Fig. 1: run 1, the clock network
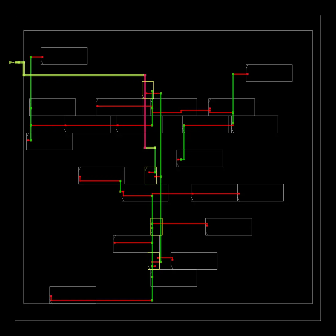
Fig. 2: run 1, ports around the boundary
Pins as bars across the die edge, other pins in gray.
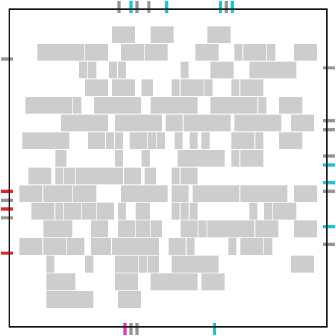
Fig. 3: run 1, routed metal, one color a layer
The bar under the picture is 10 um long.
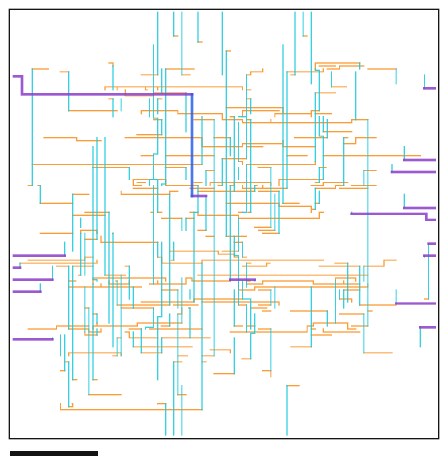
Fig. 4: run 1, routed clock nets over the placement
The bar under the picture is 10 um long.
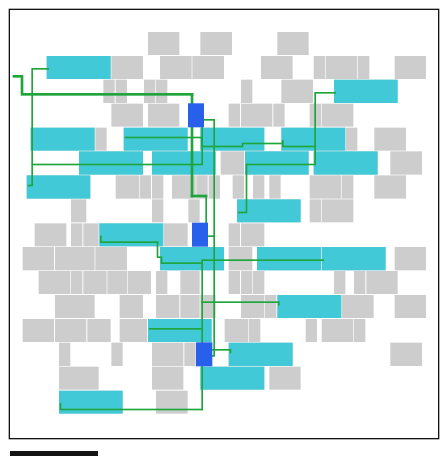
===== src/rtl/sipo_deser.sv =====
// sipo_deser - parametrised serial-in/parallel-out deserializer.
//
// Shifts one serial bit per qualified clock into a WIDTH-bit register and
// counts bits to frame words. Each completed word is presented on a
// registered parallel port with a valid/ready handshake. A completed word
// that cannot be accepted is dropped and flagged on a sticky overflow bit.
//
// Ports:
//   clk        rising-edge clock
//   rst_n      synchronous active-low reset
//   a          serial data bit
//   in_valid   a is sampled on this edge only when 1
//   sync_clr   frame realign: bit counter to 0, clears overflow
//   q          live shift register contents
//   bit_cnt    bits collected in the current frame (0..WIDTH-1)
//   out_data   last completed word, registered
//   out_valid  out_data holds an unconsumed word
//   out_ready  consumer accepts out_data when out_valid && out_ready
//   overflow   sticky: a completed word was dropped
module sipo_deser #(
    parameter int WIDTH     = 8,
    parameter int MSB_FIRST = 1,
    localparam int CW       = $clog2(WIDTH)
) (
    input  logic             clk,
    input  logic             rst_n,
    input  logic             a,
    input  logic             in_valid,
    input  logic             sync_clr,
    output logic [WIDTH-1:0] q,
    output logic [CW-1:0]    bit_cnt,
    output logic [WIDTH-1:0] out_data,
    output logic             out_valid,
    input  logic             out_ready,
    output logic             overflow
);

    localparam logic [CW-1:0] LAST_BIT = CW'(WIDTH - 1);

    logic [WIDTH-1:0] q_q, q_d;
    logic [CW-1:0]    bit_cnt_q, bit_cnt_d;
    logic [WIDTH-1:0] out_data_q, out_data_d;
    logic             out_valid_q, out_valid_d;
    logic             overflow_q, overflow_d;

    logic [WIDTH-1:0] shifted;
    logic             can_accept;

    always_comb begin
        if (MSB_FIRST != 0) begin
            shifted = {q_q[WIDTH-2:0], a};
        end else begin
            shifted = {a, q_q[WIDTH-1:1]};
        end
    end

    // The output register is free if it is empty or is being drained this cycle.
    assign can_accept = !out_valid_q || out_ready;

    always_comb begin
        q_d         = q_q;
        bit_cnt_d   = bit_cnt_q;
        out_data_d  = out_data_q;
        out_valid_d = out_valid_q;
        overflow_d  = overflow_q;

        if (out_valid_q && out_ready) begin
            out_valid_d = 1'b0;
        end

        // sync_clr wins over a coincident serial bit; the handshake above still runs.
        if (sync_clr) begin
            bit_cnt_d  = '0;
            overflow_d = 1'b0;
        end else if (in_valid) begin
            q_d = shifted;
            if (bit_cnt_q == LAST_BIT) begin
                bit_cnt_d = '0;
                if (can_accept) begin
                    out_data_d  = shifted;
                    out_valid_d = 1'b1;
                end else begin
                    overflow_d = 1'b1;
                end
            end else begin
                bit_cnt_d = bit_cnt_q + CW'(1);
            end
        end
    end

    always_ff @(posedge clk) begin
        if (!rst_n) begin
            q_q         <= '0;
            bit_cnt_q   <= '0;
            out_data_q  <= '0;
            out_valid_q <= 1'b0;
            overflow_q  <= 1'b0;
        end else begin
            q_q         <= q_d;
            bit_cnt_q   <= bit_cnt_d;
            out_data_q  <= out_data_d;
            out_valid_q <= out_valid_d;
            overflow_q  <= overflow_d;
        end
    end

    assign q         = q_q;
    assign bit_cnt   = bit_cnt_q;
    assign out_data  = out_data_q;
    assign out_valid = out_valid_q;
    assign overflow  = overflow_q;

endmodule


===== config.mk =====
export PLATFORM = sky130hd
export DESIGN_NAME = sipo_deser
export DESIGN_NICKNAME = d
export VERILOG_FILES = /design/src/rtl/sipo_deser.sv
export SDC_FILE = /design/constraint.sdc
export NUM_CORES = 1
export LEC_CHECK = 0
export CAP_MARGIN = 20
export CORE_UTILIZATION = 40
export CTS_BUF_LIST = sky130_fd_sc_hd__clkbuf_2
export DETAILED_ROUTE_END_ITERATION = 10
export HOLD_SLACK_MARGIN = 0.15
export PLACE_DENSITY = 0.7
export RECOVER_POWER = 100
export SETUP_SLACK_MARGIN = 0.05
export SLEW_MARGIN = 5
export SYNTH_ARGS = -nofsm -noshare
export SYNTH_HDL_FRONTEND = slang
export SYNTH_SLANG_ARGS = --single-unit

===== constraint.sdc =====
create_clock -name clk -period 3.39 [get_ports clk]
set_input_delay 0.339 -clock clk [delete_from_list [all_inputs] [get_ports clk]]
set_output_delay 0.339 -clock clk [all_outputs]
set_load 0.1 [all_outputs]

==> results.toml, run 1 <==
# implementation run metrics
[outcome]
status = "completed"

[synthesis]
syn_area_per_cell_um2 = 8.99
postSynthSeqShare_pct = 48.2
syn-num-nets = 106
synth-edff-count = 0
synthCells = 97
ys_area_um2 = 872
yosysWarnings = 0
synthesis.area_um2 = 872
ys_types = 17
area_leaders = "dfxtp_1, nand2_1, mux2i_1"
top_area_share_pct = 48.2
flop_cell = "dfxtp_1"
async_flop_share_pct = 0
yosysCellCount = 97
numSynthFlops = 21
yosysTopAreaCell = "dfxtp_1"

[setup_path]
crit_chain = "dlygate4sd3_1"
cp.arrival_ns = 1.95
rrSetupSlack_ns = 1.82
cp-start-kind = "register"
cp_slowest_stage_delay_ns = 1.22
r2r-start = "bit_cnt[0]"
worstSetupPathType = "register to output port"
path_depth = 1
path_buffers = 1
path_delay_family = "buffers and inverters"
worstPathMaxFanout = 4
r2r-end = "out_data[2]"
cp_slowest_cell = "dlygate4sd3_1"
cp-end-kind = "output port"
cp.required_ns = 3.05
rr_worst_depth = 4

[clocking]
cts_hold_buf = 0
cts_buffer_depth = 2
cts_buffers = 3
clk_root_buffer_cell = "clkbuf_2"
cts_htree_levels = 1
clock_sinks = 21
post_cts_resized = 0
cts.clk_slew.worst_paths_ns = 0.19
cts_tree = "yes"
post_cts_buffers = 0

[placement]
globalplace.congestion = 0.695
dpl-instance-area_um2 = 1130
dp_hpwl_um = 1170
place_inst = 144

[floorplanning]
fp_util_pct = 43.6
io_pins = 27
fp.dieArea_um2 = 2370
core_um2 = 2000
rows = 16

[final_layout]
stdcell_count = 148
n_fill_cell = 192
syn_to_final_growth_pct = 31.1
fin_nets = 131
drive_above_1_share_pct = 3.31
n_antenna_cell = 0
design_area_um2 = 1140

[hold_path]
hold_depth = 2
min-delay-start = "out_data[1]"
hold-path-endpoint = "out_data[1]"
hp-class = "register to register"

[final_timing]
slew_violations = 0
min_period_ns = 2.29
final.setup.tns_ns = 0
relSlewSlack_pct = 34.5
hold_viol = 0
rsz0062_at_grt = "false"
worstMarginPinSlew_ns = 0.979
fmax_mhz = 438
finalCritPeriodShare_pct = 67.4
setup_viol = 0

[route]
drc = 0
vias_per_cell = 4.66
wl_per_cell_um = 10.5
drt_iter0_drc = 13
ant_nets = 0
drt_first_pass_iters = 4

[grt]
grt-ovfl-total = 0
grt_max_degree = 27
top_usage_layer = "met2"
antenna_found_initial = 0
gr-usage-met1_pct = 18.5
gr-usage-met2_pct = 25.2
grtUsageMet3_pct = 3.14
grt_use_total_pct = 15.3
first_global_vias = 631
grt_first_pass_wirelength_um = 2790

[power]
finalPower_uw = 385
irDropWorstVdd_v = 0.000237
p_leak_uw = 0.000478
cellPowerDensity_nw_per_um2 = 337

[run]
warning_count = 27
maxCapViolations = 0
Back to the opening pictures, Fig. 1:
Seq Cell Count: 21
clock skew: 0.00184 ns
Skew-Pair Late Insertion Delay: 0.31 ns

Back to the opening pictures, Fig. 2:
legend:
  cyan:
    port: `q`
    pins: 8
    direction: output
    edge: 4 top, 3 right, 1 bottom
  red:
    port: `bit_cnt`
    pins: 3
    direction: output
    edge: left
  magenta:
    port: `out_ready`
    pins: 1
    direction: input
    edge: bottom
die width: 48.7 um
chip height: 48.7 um
IO Port Bufs: 26

Back to the opening pictures, Fig. 3:
legend:
  blue:
    layer: metal 4
    wire_length: 11.6 um
  orange:
    layer: metal 1
    wire_length: 718 um
  purple:
    layer: metal 3
    wire_length: 75.6 um
  cyan:
    layer: metal 2
    wire_length: 754 um
Routed WL: 1560 um
Vias: 689

Back to the opening pictures, Fig. 4:
legend:
  green:
    item: clock wires
    length: 241 um
  blue:
    item: clock drivers
    count: 3
  cyan:
    item: flip-flops
    count: 21
routed clock nets: 4
Clk power: 100 uW
Clock Power Share: 26.0%

-- run 1: routing by layer --
metal	up-vias	wire [um]
met4	0	11
met2	17	753
li1	362	-
met1	308	717
met3	2	75
met5	-	0
-- run 1: report_power, final --
| group | switching (uW) | internal (uW) |
|---|---|---|
| logic | 23.4 | 11.3 |
| registers | 1.44 | 249 |
| clock network | 73.5 | 26.7 |
-- run 1: cells in the final DEF (no fill, tap or decap), drive strengths merged, types with 2 or more instances in the layout --
cell and n:
dlygate4sd3 23, nand2 34, clkbuf 3, nand2b 2
ha 3, mux2i 9, a21boi 9, nor2 3
inv 2, dfxtp 21, a21oi 2, clkdlybuf4s50 3
-- run 1: stage by stage --
step	hold WS [ns]	util (%)	setup slack, ns
floorplan	0.481	-	1.41
global placement	0.442	56.4	1.54
detailed placement	0.445	56.4	1.51
CTS	0.473	57.4	1.14
global route	0.491	57.1	1.02
finish	0.466	57.1	1.10
-- run 1: Yosys cell counts (2+ instances only) --
master / instances
inv_1: 2
ha_1: 3
buf_6: 2
nand2b_1: 2
a21oi_1: 2
nand2_1: 34
mux2i_1: 9
clkbuf_1: 4
nor2_1: 3
dfxtp_1: 21
a21boi_0: 9
-- run 1: worst max-delay path by stage --
stage | to | start
5_1_grt | q[0] | q[0]
3_3_place_gp | bit_cnt[2] | bit_cnt[2]
4_1_cts | bit_cnt[0] | bit_cnt[0]
3_5_place_dp | out_data[2] | in_valid
6_report | bit_cnt[0] | bit_cnt[0]
2_1_floorplan | out_data[1] | bit_cnt[0]
-- run 1: state kept, by name, indices dropped and copies added, names as in the netlist --
name       cells
out_data       8
out_valid      1
bit_cnt        3
q              8
overflow       1
-- run 1: logic make-up (layout without fill, tap and decap cells) --
family	Yosys count	in the layout	synth area share, %
flops	21	21	48.2
mux	9	9	10.3
compound gates	12	12	9.90
fa+ha+maj	3	3	4.30
simple gates	44	44	22.1
buf+inv	8	32	5.16
-- run 1: area by class of cell --
| cell class | count | area, um2 | area share [%] |
|---|---|---|---|
| inverter | 2 | 7.51 | 0.656 |
| sequential | 21 | 420 | 36.8 |
| clock buffer | 3 | 15.0 | 1.31 |
| tap | 27 | 33.8 | 2.95 |
| clock inverter | 1 | 5.00 | 0.438 |
| multi-input combinational | 68 | 402 | 35.1 |
| timing repair buffer | 26 | 260 | 22.8 |
==> run 1 -> run 2 <==
Clock period 3.39 ns to 2.11 ns, I/O delays scaled along.
Fig. 5: run 2, routed metal, one color a layer
The bar under the picture is 10 um long.
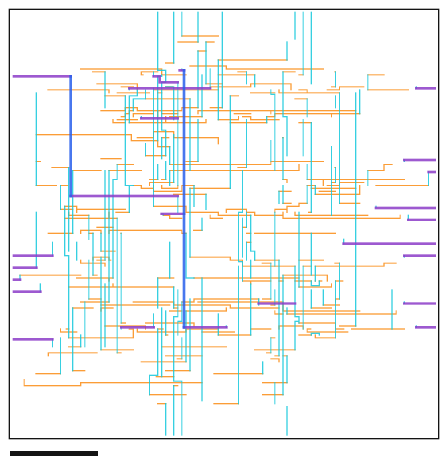
legend:
  blue:
    layer: metal 4
    wire_length: 42.8 um
  orange:
    layer: metal 1
    wire_length: 799 um
  cyan:
    layer: metal 2
    wire_length: 755 um
  purple:
    layer: metal 3
    wire_length: 101 um
WL/cell: 11.3 um
Routed WL: 1700 um
GRT Util Overall: 15.9%
Vias: 719

==> results.toml, run 2 <==
# implementation run metrics
[final_timing]
rsz0062_at_grt = "false"
min_period_ns = 1.59
hold_viol = 0
fmax_mhz = 629
worst_clock_skew_ns = 0.00174
relSlewSlack_pct = 63.4
setup_viol = 0
slew_violations = 0
worstMarginPinSlew_ns = 0.551
finalCritPeriodShare_pct = 75.4
final.setup.tns_ns = 0
hold_slack_ns = 0.466

[route]
drt_iter0_drc = 7
drc = 0
ant_nets = 0
vias_per_cell = 4.79
drt_first_pass_iters = 4

[clocking]
post_cts_buffers = 0
clk_root_buffer_cell = "clkbuf_2"
cts.clk_slew.worst_paths_ns = 0.18
cts_htree_levels = 1
clock_latency_ns = 0.32
cts_tree = "yes"
clock_sinks = 21
cts_hold_buf = 0
post_cts_resized = 0
cts_buffer_depth = 2
cts_buffers = 3

[final_layout]
lay_top_cells = "nand2_1, clkbuf_2, dfxtp_1, mux2i_1, a21boi_0"
lay_top_count = "nand2_1"
n_antenna_cell = 0
syn_to_final_growth_pct = 21.2
fin_nets = 133
fin_util_pct = 52.8
drive_above_1_share_pct = 21.1

[power]
p_leak_uw = 0.000439
finalPower_uw = 628
cellPowerDensity_nw_per_um2 = 594
irDropWorstVdd_v = 0.000310

[synthesis]
numSynthFlops = 21
yosysWarnings = 0
synth-edff-count = 0
syn_area_per_cell_um2 = 8.99
top_area_share_pct = 48.2
async_flop_share_pct = 0
ys_top_cells_by_count = "nand2_1, dfxtp_1, a21boi_0, mux2i_1, clkbuf_1"
yosysMostFrequentCell = "nand2_1"
area_leaders = "dfxtp_1, nand2_1, mux2i_1"
postSynthSeqShare_pct = 48.2
flop_cell = "dfxtp_1"
ys_types = 17
yosysCellCount = 97
ys_area_um2 = 872
yosysTopAreaCell = "dfxtp_1"
synthCells = 97
synthesis.area_um2 = 872
syn-num-nets = 106

[hold_path]
hp-class = "input port to register"

[setup_path]
worstPathMaxFanout = 8
cp.required_ns = 2.38
worstSetupPathType = "register to register"
r2r-end = "out_data[7]"
path_delay_family = "simple AND/OR/NAND/NOR gates"
crit_chain = "ha_1, ha_1, and3_1, mux2i_1"
cp_slowest_cell = "and3_1"
rrSetupSlack_ns = 0.52
cp-start-kind = "register"
rr_worst_depth = 4
startpoint = "bit_cnt[0]"
cp_slowest_stage_delay_ns = 0.47
endpoint = "out_data[7]"
crit_top_cell = "ha_1"
cp-end-kind = "register"
path_depth = 4
r2r-start = "bit_cnt[0]"
cp.arrival_ns = 1.86
path_buffers = 0

[grt]
first_global_vias = 641
antenna_found_initial = 0
grt_max_degree = 19
grt_first_pass_wirelength_um = 2820
grt-ovfl-total = 0

[floorplanning]
rows = 16
die_x_um = 48.7
fp.dieArea_um2 = 2370
die_h_um = 48.7
core_um2 = 2000
io_pins = 27
fp_util_pct = 43.6

[run]
maxCapViolations = 0
warning_count = 27

[placement]
dp_hpwl_um = 1230
port_buffers = 26
globalplace.congestion = 0.700

[outcome]
status = "completed"
## run 2: cell counts after synthesis
Identical to the previous run, type by type.
## run 2: layout make-up
cell class	count	area, um2
inverters	2	7.51
clock buffers	4	20.0
flip-flops and latches	21	420
fillers	213	945
multi-input cells	68	402
well taps	27	33.8
repair buffers	28	174
## run 2: per-layer routing
| metal | global-route usage [%] | up-vias | routed length, um |
|---|---|---|---|
| met4 | 10.3 | 0 | 42 |
| li1 | - | 367 | - |
| met3 | 3.14 | 5 | 100 |
| met5 | 0 | - | 0 |
| met1 | 19.2 | 318 | 798 |
| met2 | 25.7 | 29 | 754 |
## run 2: power by group
part	internal (uW)	switching, uW	total [uW]
Clock	50.2	118	168
Sequential	400	2.38	402
Combinational	18.5	38.9	57.4
Total	468	159	628
## run 2: kinds of logic (layout without fill, tap and decap cells)
| family | Yosys count | after routing | synth area share, % |
|---|---|---|---|
| AND/OR/NAND/NOR | 44 | 44 | 22.1 |
| flip-flops | 21 | 21 | 48.2 |
| AND-OR/OR-AND | 12 | 12 | 9.90 |
| multiplexers | 9 | 9 | 10.3 |
| buffers and inverters | 8 | 34 | 5.16 |
| adder cells (fa/ha/maj) | 3 | 3 | 4.30 |
## run 2: worst min-delay path by stage
stage / start / to / slack (ns) / depth (start not counted)
after detailed placement: out_data[0] / out_data[0] / 0.45 / 2
after CTS: a / out_data[0] / 0.45 / 3
final: a / out_data[0] / 0.47 / 3
after floorplan: a / out_data[0] / 0.35 / 2
after global routing: a / out_data[0] / 0.44 / 3
after global placement: out_data[6] / out_data[6] / 0.44 / 2
## run 2: worst reg2reg max path, delay by kind of cell, from the launching register on
kind / cells / cell delay, ns
fa+ha+maj: 2 / 0.40
flops: 1 / 0.42
mux: 1 / 0.24
simple gates: 1 / 0.47
## run 2: through the flow
step                std cells  worst slack [ns]  area, um2
CTS                       150             0.718       1110
global placement          146             0.606       1090
finish                    150             0.519       1060
global route              150             0.411       1060
floorplan                  97             0.133        872
detailed placement        146             0.563       1090
Power and IR drop assume default switching activity.
